`src/rtl/coin_pulse_conditioner_if.sv`:
```
`default_nettype none
// ============================================================================
//  Module      : coin_pulse_conditioner_if
//  Description : Raw coin-sensor inputs and conditioned coin pulse outputs.
//  Revision    : 1.0 - initial release
// ============================================================================
interface coin_pulse_conditioner_if;
    logic coinOneRaw;
    logic coinHalfRaw;
    logic coinEn;
    logic piOne;
    logic piHalf;
    logic lostPulse;

    modport master (
        output coinOneRaw, coinHalfRaw, coinEn,
        input  piOne, piHalf, lostPulse
    );

    modport slave (
        input  coinOneRaw, coinHalfRaw, coinEn,
        output piOne, piHalf, lostPulse
    );
endinterface
`default_nettype wire

```
`src/rtl/coin_pulse_conditioner.sv`:
```
`default_nettype none
// ============================================================================
//  Module      : coin_pulse_conditioner
//  Description : Synchronises and debounces two coin sensors, queues one coin
//                per channel and emits spaced single-cycle coin pulses.
//  Revision    : 1.0 - initial release
// ============================================================================
module coin_pulse_conditioner #(
    parameter int DEBOUNCE_CYCLES = 1000,
    parameter int CNT_W           = 10,
    parameter int GAP_CYCLES      = 2
) (
    input  logic                     sys_clk,
    input  logic                     sysRstN,
    coin_pulse_conditioner_if.slave  bus
);

    localparam int             c_GAP_W    = $clog2(GAP_CYCLES + 1);
    localparam logic [CNT_W-1:0] c_CNT_MAX  = CNT_W'(DEBOUNCE_CYCLES - 1);
    localparam logic [c_GAP_W-1:0] c_GAP_LOAD = c_GAP_W'(GAP_CYCLES);
    localparam logic [c_GAP_W-1:0] c_GAP_LAST = c_GAP_W'(1);

    typedef enum logic [0:0] {
        ST_IDLE = 1'b0,
        ST_GAP  = 1'b1
    } state_t;

    // Channel 0 is the 1-yuan sensor, channel 1 the 0.5-yuan sensor.
    logic [1:0] w_raw;
    logic [1:0] w_pend;
    logic [1:0] w_clr;
    logic [1:0] w_lost_ch;

    assign w_raw = {bus.coinHalfRaw, bus.coinOneRaw};

    generate
        for (genvar gi = 0; gi < 2; gi++) begin : g_ch
            logic             r_s1;
            logic             r_s2;
            logic             r_db;
            logic [CNT_W-1:0] r_cnt;
            logic             r_pend;
            logic             w_rise;

            // A rising edge is recognised on the very edge that writes db.
            assign w_rise        = r_s2 & ~r_db & (r_cnt == c_CNT_MAX);
            assign w_pend[gi]    = r_pend;
            assign w_lost_ch[gi] = w_rise & (~bus.coinEn | (r_pend & ~w_clr[gi]));

            always_ff @(posedge sys_clk or negedge sysRstN) begin
                if (!sysRstN) begin
                    r_s1   <= 1'b0;
                    r_s2   <= 1'b0;
                    r_db   <= 1'b0;
                    r_cnt  <= '0;
                    r_pend <= 1'b0;
                end else begin
                    r_s1 <= w_raw[gi];
                    r_s2 <= r_s1;
                    if (r_s2 == r_db) begin
                        r_cnt <= '0;
                    end else if (r_cnt == c_CNT_MAX) begin
                        r_db  <= r_s2;
                        r_cnt <= '0;
                    end else begin
                        r_cnt <= r_cnt + 1'b1;
                    end
                    // A coin landing on the edge its predecessor is emitted is queued.
                    if (w_rise && bus.coinEn && (!r_pend || w_clr[gi])) begin
                        r_pend <= 1'b1;
                    end else if (w_clr[gi]) begin
                        r_pend <= 1'b0;
                    end
                end
            end
        end
    endgenerate

    state_t             r_state;
    state_t             w_state_nxt;
    logic [c_GAP_W-1:0] r_gap;
    logic [c_GAP_W-1:0] w_gap_nxt;
    logic               r_pi_one;
    logic               r_pi_half;
    logic               r_lost;
    logic               w_one_nxt;
    logic               w_half_nxt;

    always_ff @(posedge sys_clk or negedge sysRstN) begin
        if (!sysRstN) begin
            r_state   <= ST_IDLE;
            r_gap     <= '0;
            r_pi_one  <= 1'b0;
            r_pi_half <= 1'b0;
            r_lost    <= 1'b0;
        end else begin
            r_state   <= w_state_nxt;
            r_gap     <= w_gap_nxt;
            r_pi_one  <= w_one_nxt;
            r_pi_half <= w_half_nxt;
            r_lost    <= |w_lost_ch;
        end
    end

    always_comb begin
        w_state_nxt = r_state;
        w_gap_nxt   = r_gap;
        w_one_nxt   = 1'b0;
        w_half_nxt  = 1'b0;
        w_clr       = 2'b00;
        case (r_state)
            ST_IDLE: begin
                if (w_pend[0]) begin
                    w_one_nxt   = 1'b1;
                    w_clr[0]    = 1'b1;
                    w_gap_nxt   = c_GAP_LOAD;
                    w_state_nxt = ST_GAP;
                end else if (w_pend[1]) begin
                    w_half_nxt  = 1'b1;
                    w_clr[1]    = 1'b1;
                    w_gap_nxt   = c_GAP_LOAD;
                    w_state_nxt = ST_GAP;
                end
            end
            ST_GAP: begin
                w_gap_nxt = r_gap - 1'b1;
                if (r_gap == c_GAP_LAST) begin
                    w_state_nxt = ST_IDLE;
                end
            end
            default: begin
                w_state_nxt = ST_IDLE;
            end
        endcase
    end

    assign bus.piOne     = r_pi_one;
    assign bus.piHalf    = r_pi_half;
    assign bus.lostPulse = r_lost;

endmodule
`default_nettype wire

```
`src/flat_wrapper.sv`:
```
// flat-port wrapper written by rule: the top's interface ports become plain ports
module coin_pulse_conditioner_flat 
#(
    parameter int DEBOUNCE_CYCLES = 1000,
    parameter int CNT_W           = 10,
    parameter int GAP_CYCLES      = 2
)
  (sys_clk, sysRstN, bus_coinOneRaw, bus_coinHalfRaw, bus_coinEn, bus_piOne, bus_piHalf, bus_lostPulse);
  coin_pulse_conditioner_if bus_i ();
  input  logic sys_clk;
  input  logic sysRstN;
  input wire logic [$bits(bus_i.coinOneRaw)-1:0] bus_coinOneRaw;
  input wire logic [$bits(bus_i.coinHalfRaw)-1:0] bus_coinHalfRaw;
  input wire logic [$bits(bus_i.coinEn)-1:0] bus_coinEn;
  output wire logic [$bits(bus_i.piOne)-1:0] bus_piOne;
  output wire logic [$bits(bus_i.piHalf)-1:0] bus_piHalf;
  output wire logic [$bits(bus_i.lostPulse)-1:0] bus_lostPulse;
  assign bus_i.coinOneRaw = bus_coinOneRaw;
  assign bus_i.coinHalfRaw = bus_coinHalfRaw;
  assign bus_i.coinEn = bus_coinEn;
  assign bus_piOne = bus_i.piOne;
  assign bus_piHalf = bus_i.piHalf;
  assign bus_lostPulse = bus_i.lostPulse;
  coin_pulse_conditioner #(.DEBOUNCE_CYCLES(DEBOUNCE_CYCLES), .CNT_W(CNT_W), .GAP_CYCLES(GAP_CYCLES)) u_core (.sys_clk(sys_clk), .sysRstN(sysRstN), .bus(bus_i));
endmodule
```
`config.mk`:
```
export PLATFORM = sky130hd
export DESIGN_NAME = coin_pulse_conditioner_flat
export DESIGN_NICKNAME = d
export VERILOG_FILES = /design/src/rtl/coin_pulse_conditioner_if.sv /design/src/rtl/coin_pulse_conditioner.sv /design/src/flat_wrapper.sv
export SDC_FILE = /design/constraint.sdc
export NUM_CORES = 1
export LEC_CHECK = 0
export CORE_MARGIN = 4
export CORE_UTILIZATION = 60
export CTS_BUF_LIST = sky130_fd_sc_hd__clkbuf_4
export DETAILED_ROUTE_END_ITERATION = 8
export GPL_TIMING_DRIVEN = 0
export PLACE_DENSITY = 0.8
export SYNTH_ARGS = -nofsm -noshare
export SYNTH_HDL_FRONTEND = slang
export SYNTH_SLANG_ARGS = --single-unit
```
`constraint.sdc`:
```
create_clock -name sys_clk -period 4.6 [get_ports sys_clk]
set_input_delay 0.46 -clock sys_clk [delete_from_list [all_inputs] [get_ports sys_clk]]
set_output_delay 0.46 -clock sys_clk [all_outputs]
set_load 0.01 [all_outputs]
```
==> impl_metrics.tcl, run 1 <==
# place-and-route summary
set metrics [dict create \
    ys_top_cells_by_area "dfrtp_1 54%, ha_1 4.0%, a21oi_1 3.2%, nand4_4 2.7%, o31ai_4 2.7%" \
    n_fill_cell 185 \
    hold_path.class "primary input to async pin" \
    crit_buf_inv 1 \
    place_hpwl_um 1920 \
    cap_violations 0 \
    ys_top_cells_by_count "34 x dfrtp_1, 10 x a21oi_1, 10 x nor2_1, 9 x inv_1, 8 x nand2_1" \
    area_growth_pct 11.5 \
    wl_met1_um 1090 \
    drive_above_1_share 0.142 \
    yosysMostFrequentCell "dfrtp_1" \
    reg2reg_to "u_core.g_ch[0].r_db" \
    seq_power_share 0.569 \
    path_cells "clkdlybuf4s50_1" \
    rsz0062_at_grt "no" \
    die_y_um 59.1 \
    yosys.area.top_type_share 0.542 \
    p_leak_nw 0.758 \
    powerDensity_nw_per_um2 311 \
    crit_family "buffers and inverters" \
    synth.avg_cell_area_um2 11.2 \
    comb_cells 95 \
    worst_pin_slew_ps 713 \
    drcViolationCount 0 \
    clockBufferDepth 2 \
    place_area_um2 1670 \
    core_um2 2480 \
    pre_cts_ws_ps 2980 \
    internal_power_mw 0.426 \
    cts_tree "done" \
    grt_pass1_wl_um 4730 \
    n_antenna_cell 0 \
    grt.overflow.total 0 \
    detail-route-antenna-nets 0 \
    drv_slew 0 \
    simple_gate_area_frac 0.200 \
    clock_area_frac 0.0443 \
    whs_ps 162 \
    nNetsFinal 164 \
    finalPower_mw 0.544 \
    wl_per_cell_um 14.1 \
    worst_setup_path_end_kind "primary output" \
    cts_root_buf "clkbuf_4" \
    initial_core_util 0.633 \
    antenna_found_initial 0 \
    p_clk_frac 0.387 \
    vias_per_cell 5.91 \
    grt_max_degree 35 \
    ioPinCount 8 \
    critPathLaunchType "flop" \
    final_cells 185 \
    yosys_area_um2 1570 \
    switching_share 0.216 \
    yosysSeqAreaShare 0.542 \
    initialDrtViolationCount 37 \
    comb_area_um2 676 \
    fin_ws_ps 2940 \
    setup_tns_ps 0 \
    largestClassByArea "registers" \
    seq_share 0.486 \
    clkTransAtPathRegs_ps 110 \
    hold_buffers 0 \
    stdcell_area_um2 1750 \
    final_common_cell "dfrtp_1" \
    route.met3.wl_um 123 \
    xor_area_frac 0.0335 \
    reg2reg_slack_ps 2980 \
    seq_cell_power_mw 0.310 \
    crit_end "bus_piOne" \
    taps 30 \
    cp.depth 1 \
    n_all_buffers 9 \
    async_flop_share 1.00 \
    yosys_cells 140 \
    post-place-cells 177 \
    largest_reg_flops 20 \
    synth_area_um2 1570 \
    top_area_cell "dfrtp_1" \
    regMostFlops "u_core.g_ch.r_cnt" \
    post_cts_buffers 0 \
    lay_top_cells "34 x dfrtp_1, 10 x a21oi_1, 10 x nor2_1" \
    adder_share 0.0399 \
    pg_comb_mw 0.0240 \
    nClkBuffers 5 \
    grt_pass1_vias 1097 \
    critPathLaunch "u_core.bus.piOne" \
    cts_buffers 5 \
    switching_power_mw 0.118 \
    worst_r2r_path_depth 4 \
    status "completed" \
]
### Met1 routing, run 1

The bar under the picture is 20 µm long. Supply wires on this layer in grey.
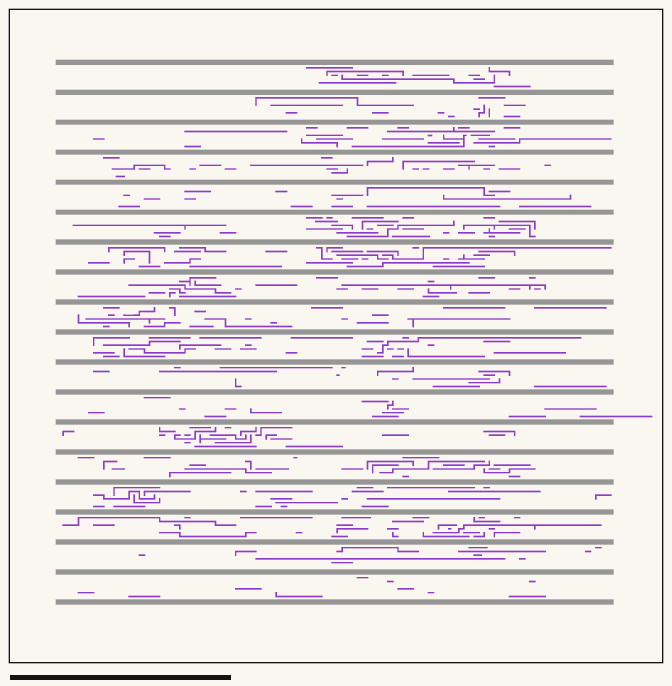
wire length on this layer: 1090 µm
main direction: horizontal
share of all routed wire: 42%
nets with wire on the layer: 147
Post-Route WL: 2610 µm
met1 GRT Util: 0.203
DR vias: 1094

### The metal 2 layer, run 1

Cells faint in the background.
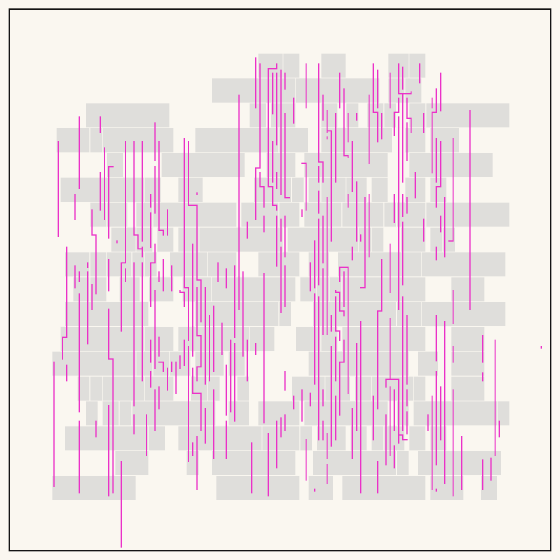
longest straight run: 23.5 µm
nets with wire on the layer: 143
share of all routed wire: 51%
wire length on this layer: 1330 µm
met2 GRT Util: 0.315

### The metal 3 layer, run 1

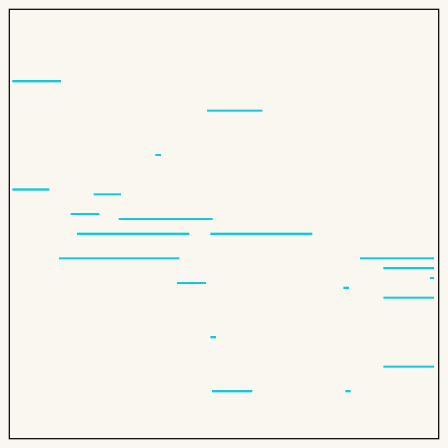
main direction: horizontal
wire length on this layer: 124 µm
longest straight run: 16.3 µm
grt met3 use: 0.0632

### Cells coloured by class, run 1

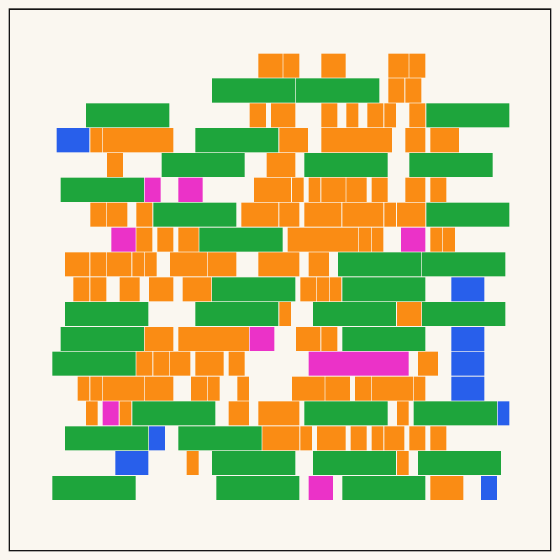
| colour | class | cells | share of their area |
|---|---|---|---|
| green | flip-flops | 34 | 50% |
| magenta | clock drivers and dummy loads | 8 | 4.5% |
| blue | other buffers and delay cells | 9 | 4.3% |
| orange | all other logic | 104 | 41% |
Final Util: 0.706
Core Rows: 18

--- run 2 (diff from run 1) ---
==> constraint.sdc (replaced) <==
create_clock -name sys_clk -period 1.7 [get_ports sys_clk]
set_input_delay 0.17 -clock sys_clk [delete_from_list [all_inputs] [get_ports sys_clk]]
set_output_delay 0.17 -clock sys_clk [all_outputs]
set_load 0.01 [all_outputs]
### The metal 2 layer, run 2

Cells faint in the background.
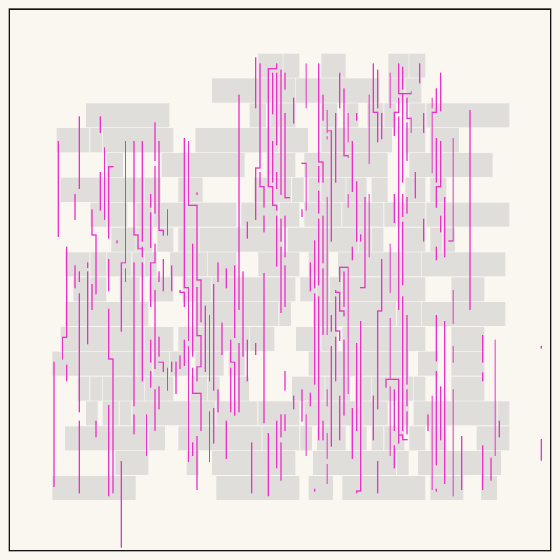
share of all routed wire: 51%
longest straight run: 23.5 µm
wire length on this layer: 1330 µm
DR vias: 1100
Post-Route WL: 2610 µm

==> impl_metrics.tcl, run 2 <==
# place-and-route summary
set metrics [dict create \
    pg_comb_mw 0.0670 \
    yosys.area.top_type_share 0.542 \
    place_hpwl_um 1920 \
    wl_per_cell_um 14.0 \
    crit_buf_inv 0 \
    grt_pass1_wl_um 4730 \
    initialDrtViolationCount 37 \
    pre_cts_ws_ps 81.3 \
    critPathLaunch "u_core.g_ch[0].r_cnt[0]" \
    cp_slowest_cell "dfrtp_1" \
    ioPinCount 8 \
    place_area_um2 1670 \
    yosysSeqAreaShare 0.542 \
    critPathLaunchType "flop" \
    worst_setup_path_end_kind "flop" \
    comb_cells 95 \
    yosys_area_um2 1570 \
    seq_power_share 0.568 \
    crit_family "simple AND/OR/NAND/NOR gates" \
    post-place-cells 177 \
    ys.flop_type "dfrtp_1" \
    finalCritPeriodShare 0.925 \
    hold_path.class "primary input to flop" \
    route.met3.wl_um 117 \
    status "completed" \
    final_hold_viol_count 0 \
    die_y_um 59.1 \
    inverters 9 \
    area_growth_pct 12.5 \
    yosysWarnings 0 \
    flop-count 34 \
    taps 30 \
    setup_violations 0 \
    fin_ws_ps 127 \
    comb_share 0.386 \
    rows 18 \
    cap_violations 0 \
    yosys_cells 140 \
    vdd_drop_max_uv 624 \
    top_power_group "sequential cells" \
    switching_power_mw 0.320 \
    buf_share 0.0475 \
    fin_util 0.713 \
    dr_wl_met2_um 1330 \
    nNetsFinal 165 \
    largest_reg_flops 20 \
    cp_slowest_stage_delay_ps 420 \
    cts_resized 0 \
    core_um2 2480 \
    final_common_cell "dfrtp_1" \
    fmax_mhz 636 \
    crit_required_ps 1920 \
    ys_top_cells_by_count "34 x dfrtp_1, 10 x a21oi_1, 10 x nor2_1, 9 x inv_1, 8 x nand2_1" \
    n_all_buffers 10 \
    nClkBuffers 5 \
    grt.busiest_layer "met2" \
    top_area_cell "dfrtp_1" \
    h-tree-depth 2 \
    initial_core_util 0.633 \
    die_w_um 59.1 \
    use_met1 0.203 \
    synth_area_um2 1570 \
    n_fill_cell 181 \
    grt_pass1_vias 1097 \
    flop_area_um2 851 \
    largestClassByArea "registers" \
    vias_per_cell 5.91 \
    regMostFlops "u_core.g_ch.r_cnt" \
    clkTransAtPathRegs_ps 100 \
    lay_top_cells "34 x dfrtp_1, 10 x a21oi_1, 10 x nor2_1" \
    synth.avg_cell_area_um2 11.2 \
    detail-route-antenna-nets 0 \
    cts_root_buf "clkbuf_4" \
    xor_area_frac 0.0335 \
    switching_share 0.217 \
    reg2reg_slack_ps 130 \
    async_flop_share 1.00 \
    powerDensity_nw_per_um2 836 \
    final_cells 186 \
    finalPower_mw 1.48 \
    drive_above_1_share 0.147 \
    clockBufferDepth 2 \
    grt_util_met2 0.315 \
    synth_flops 34 \
    top_layer_used "met4" \
    min_period_ps 1570 \
    syn_inst 140 \
    met3_usage 0.0632 \
    drcViolationCount 0 \
    ys_top_cells_by_area "dfrtp_1 54%, ha_1 4.0%, a21oi_1 3.2%, nand4_4 2.7%, o31ai_4 2.7%" \
    edf_count 0 \
    stdcell_area_um2 1770 \
    p_leak_nw 0.762 \
    seq_cell_power_mw 0.838 \
    seq_share 0.482 \
    insertion_delay_ps 340 \
    cp.depth 4 \
    ys_sh_mux 0.0207 \
    chipArea_um2 3500 \
    grt.overflow.total 0 \
    port_buffers 7 \
    simple_gate_area_frac 0.200 \
    adder_share 0.0399 \
    cts_buffers 5 \
    crit_end "u_core.g_ch[0].r_db" \
    wl_met1_um 1100 \
    holdPathStages 1 \
    firstDrtPassIters 4 \
    whs_ps 272 \
    floorplan.nets 150 \
    worst_r2r_path_depth 4 \
    p_clk_frac 0.386 \
    compound_area_frac 0.136 \
    cts_sinks 34 \
    antenna_found_initial 0 \
    n_antenna_cell 0 \
    yosysMostFrequentCell "dfrtp_1" \
    internal_power_mw 1.16 \
    relSlewSlack 0.522 \
    worst_pin_slew_ps 716 \
    cts_tree "done" \
    comb_area_um2 682 \
    timing.rr.start "u_core.g_ch[0].r_cnt[0]" \
    clock_area_frac 0.0439 \
    grt_max_degree 35 \
    cp_data_arrival_time_ps 1790 \
    pwr-share-comb 0.045 \
    synth_cell_types 34 \
    gp_congestion 0.765 \
    reg2reg_to "u_core.g_ch[0].r_db" \
    setup_tns_ps 0 \
    path_cells "ha_1, nand4b_1, nor4_2, mux2_2" \
    hold_buffers 1 \
    post_cts_buffers 0 \
    drv_slew 0 \
]
--- run 3 (diff from run 2) ---
--- a/config.mk
+++ b/config.mk
@@ -6,11 +6,11 @@
 export NUM_CORES = 1
 export LEC_CHECK = 0
 export CORE_MARGIN = 4
-export CORE_UTILIZATION = 60
-export CTS_BUF_LIST = sky130_fd_sc_hd__clkbuf_4
+export CORE_UTILIZATION = 58
+export CTS_BUF_LIST = sky130_fd_sc_hd__clkbuf_16
 export DETAILED_ROUTE_END_ITERATION = 8
 export GPL_TIMING_DRIVEN = 0
-export PLACE_DENSITY = 0.8
+export PLACE_DENSITY = 0.77
 export SYNTH_ARGS = -nofsm -noshare
 export SYNTH_HDL_FRONTEND = slang
 export SYNTH_SLANG_ARGS = --single-unit
### Met1 routing, run 3

The bar under the picture is 20 µm long. Supply wires on this layer in grey.
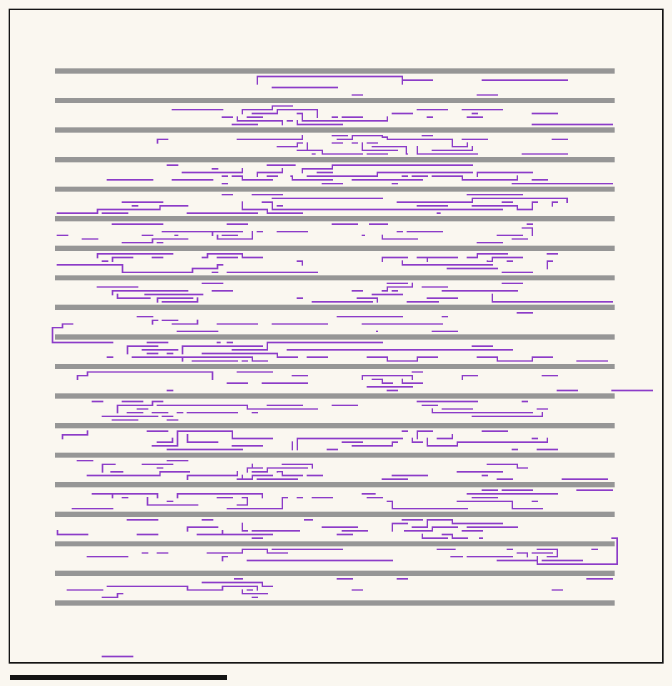
wire length on this layer: 1220 µm
nets with wire on the layer: 155
DR vias: 1079
met1 GRT Util: 0.223
Post-Route WL: 2610 µm

==> impl_metrics.tcl, run 3 <==
# place-and-route summary
set metrics [dict create \
    status "completed" \
    critPathLaunchType "flop" \
    relSlewSlack 0.522 \
    p_clk_frac 0.476 \
    holdPathStages 1 \
    crit_required_ps 1860 \
    vias_per_cell 5.83 \
    adder_share 0.0399 \
    ys_top_cells_by_area "dfrtp_1 54%, ha_1 4.0%, a21oi_1 3.2%, nand4_4 2.7%, o31ai_4 2.7%" \
    worst_setup_path_end_kind "flop" \
    crit_end "u_core.g_ch[0].r_db" \
    critPathLaunch "u_core.g_ch[0].r_cnt[0]" \
    simple_gate_area_frac 0.200 \
    drcViolationCount 0 \
    core_um2 2520 \
    stdcell_area_um2 1820 \
    rsz0062_at_grt "no" \
    yosys_area_um2 1570 \
    clock_area_frac 0.0729 \
    fmax_mhz 642 \
    gp_congestion 0.761 \
    regMostFlops "u_core.g_ch.r_cnt" \
    die_w_um 60.0 \
    flop-count 34 \
    grt.overflow.total 0 \
    final_cells 185 \
    inverters 9 \
    cp_slowest_cell "dfrtp_1" \
    setup_tns_ps 0 \
    pg_comb_mw 0.0678 \
    area_growth_pct 16.0 \
    initialDrtViolationCount 47 \
    synth_area_um2 1570 \
    final_common_cell "dfrtp_1" \
    die_y_um 60.0 \
    n_antenna_cell 0 \
    hold_buffers 1 \
    flop_area_um2 851 \
    grt_max_degree 35 \
    largest_reg_flops 20 \
    h-tree-depth 2 \
    synth_cell_types 34 \
    seq_share 0.467 \
    worst_pin_slew_ps 717 \
    xor_area_frac 0.0335 \
    final_hold_viol_count 0 \
    comb_area_um2 682 \
    yosysWarnings 0 \
    reg2reg_slack_ps 140 \
    reg2reg_to "u_core.g_ch[0].r_db" \
    ys_sh_mux 0.0207 \
    seq_cell_power_mw 0.841 \
    fin_ws_ps 142 \
    drv_slew 0 \
    synth_flops 34 \
    path_cells "ha_1, nand4b_1, nor4_2, mux2_2" \
    seq_power_share 0.485 \
    top_layer_used "met4" \
    taps 30 \
    grt_pass1_wl_um 4770 \
    ys.flop_type "dfrtp_1" \
    detail-route-antenna-nets 0 \
    n_all_buffers 10 \
    cp_data_arrival_time_ps 1720 \
    floorplan.nets 150 \
    switching_power_mw 0.356 \
    cts_sinks 34 \
    lay_top_cells "34 x dfrtp_1, 11 x inv_1, 10 x a21oi_1, 10 x nor2_1, 8 x nand2_1" \
    whs_ps 332 \
    cts_root_buf "clkbuf_16" \
    ioPinCount 8 \
    yosys_cells 140 \
    switching_share 0.206 \
    drive_above_1_share 0.129 \
    top_area_cell "dfrtp_1" \
    grt.busiest_layer "met2" \
    grt_pass1_vias 1052 \
    grt_util_met2 0.292 \
    edf_count 0 \
    place_area_um2 1670 \
    cts_tree "done" \
    cp.depth 4 \
    worst_r2r_path_depth 4 \
    crit_buf_inv 0 \
    buf_share 0.0460 \
    async_flop_share 1.00 \
    largestClassByArea "registers" \
    pwr-share-comb 0.039 \
    met3_usage 0.0713 \
    nNetsFinal 165 \
    place_hpwl_um 1770 \
    cap_violations 0 \
    crit_family "simple AND/OR/NAND/NOR gates" \
    powerDensity_nw_per_um2 951 \
    post-place-cells 177 \
    rows 18 \
    yosysSeqAreaShare 0.542 \
    cts_resized 0 \
    wl_per_cell_um 14.1 \
    fin_util 0.722 \
    post_cts_buffers 0 \
    clkTransAtPathRegs_ps 50 \
    timing.rr.start "u_core.g_ch[0].r_cnt[0]" \
    compound_area_frac 0.136 \
    pre_cts_ws_ps 97.1 \
    yosys.area.top_type_share 0.542 \
    skew_ps 3.76 \
    internal_power_mw 1.38 \
    finalPower_mw 1.73 \
    n_fill_cell 184 \
    synth.avg_cell_area_um2 11.2 \
    comb_share 0.375 \
    cp_slowest_stage_delay_ps 390 \
    hold_path.class "primary input to flop" \
    vdd_drop_max_uv 924 \
    yosysMostFrequentCell "dfrtp_1" \
    setup_violations 0 \
]
No activity file was given, so power comes from the tool's default toggle rates.
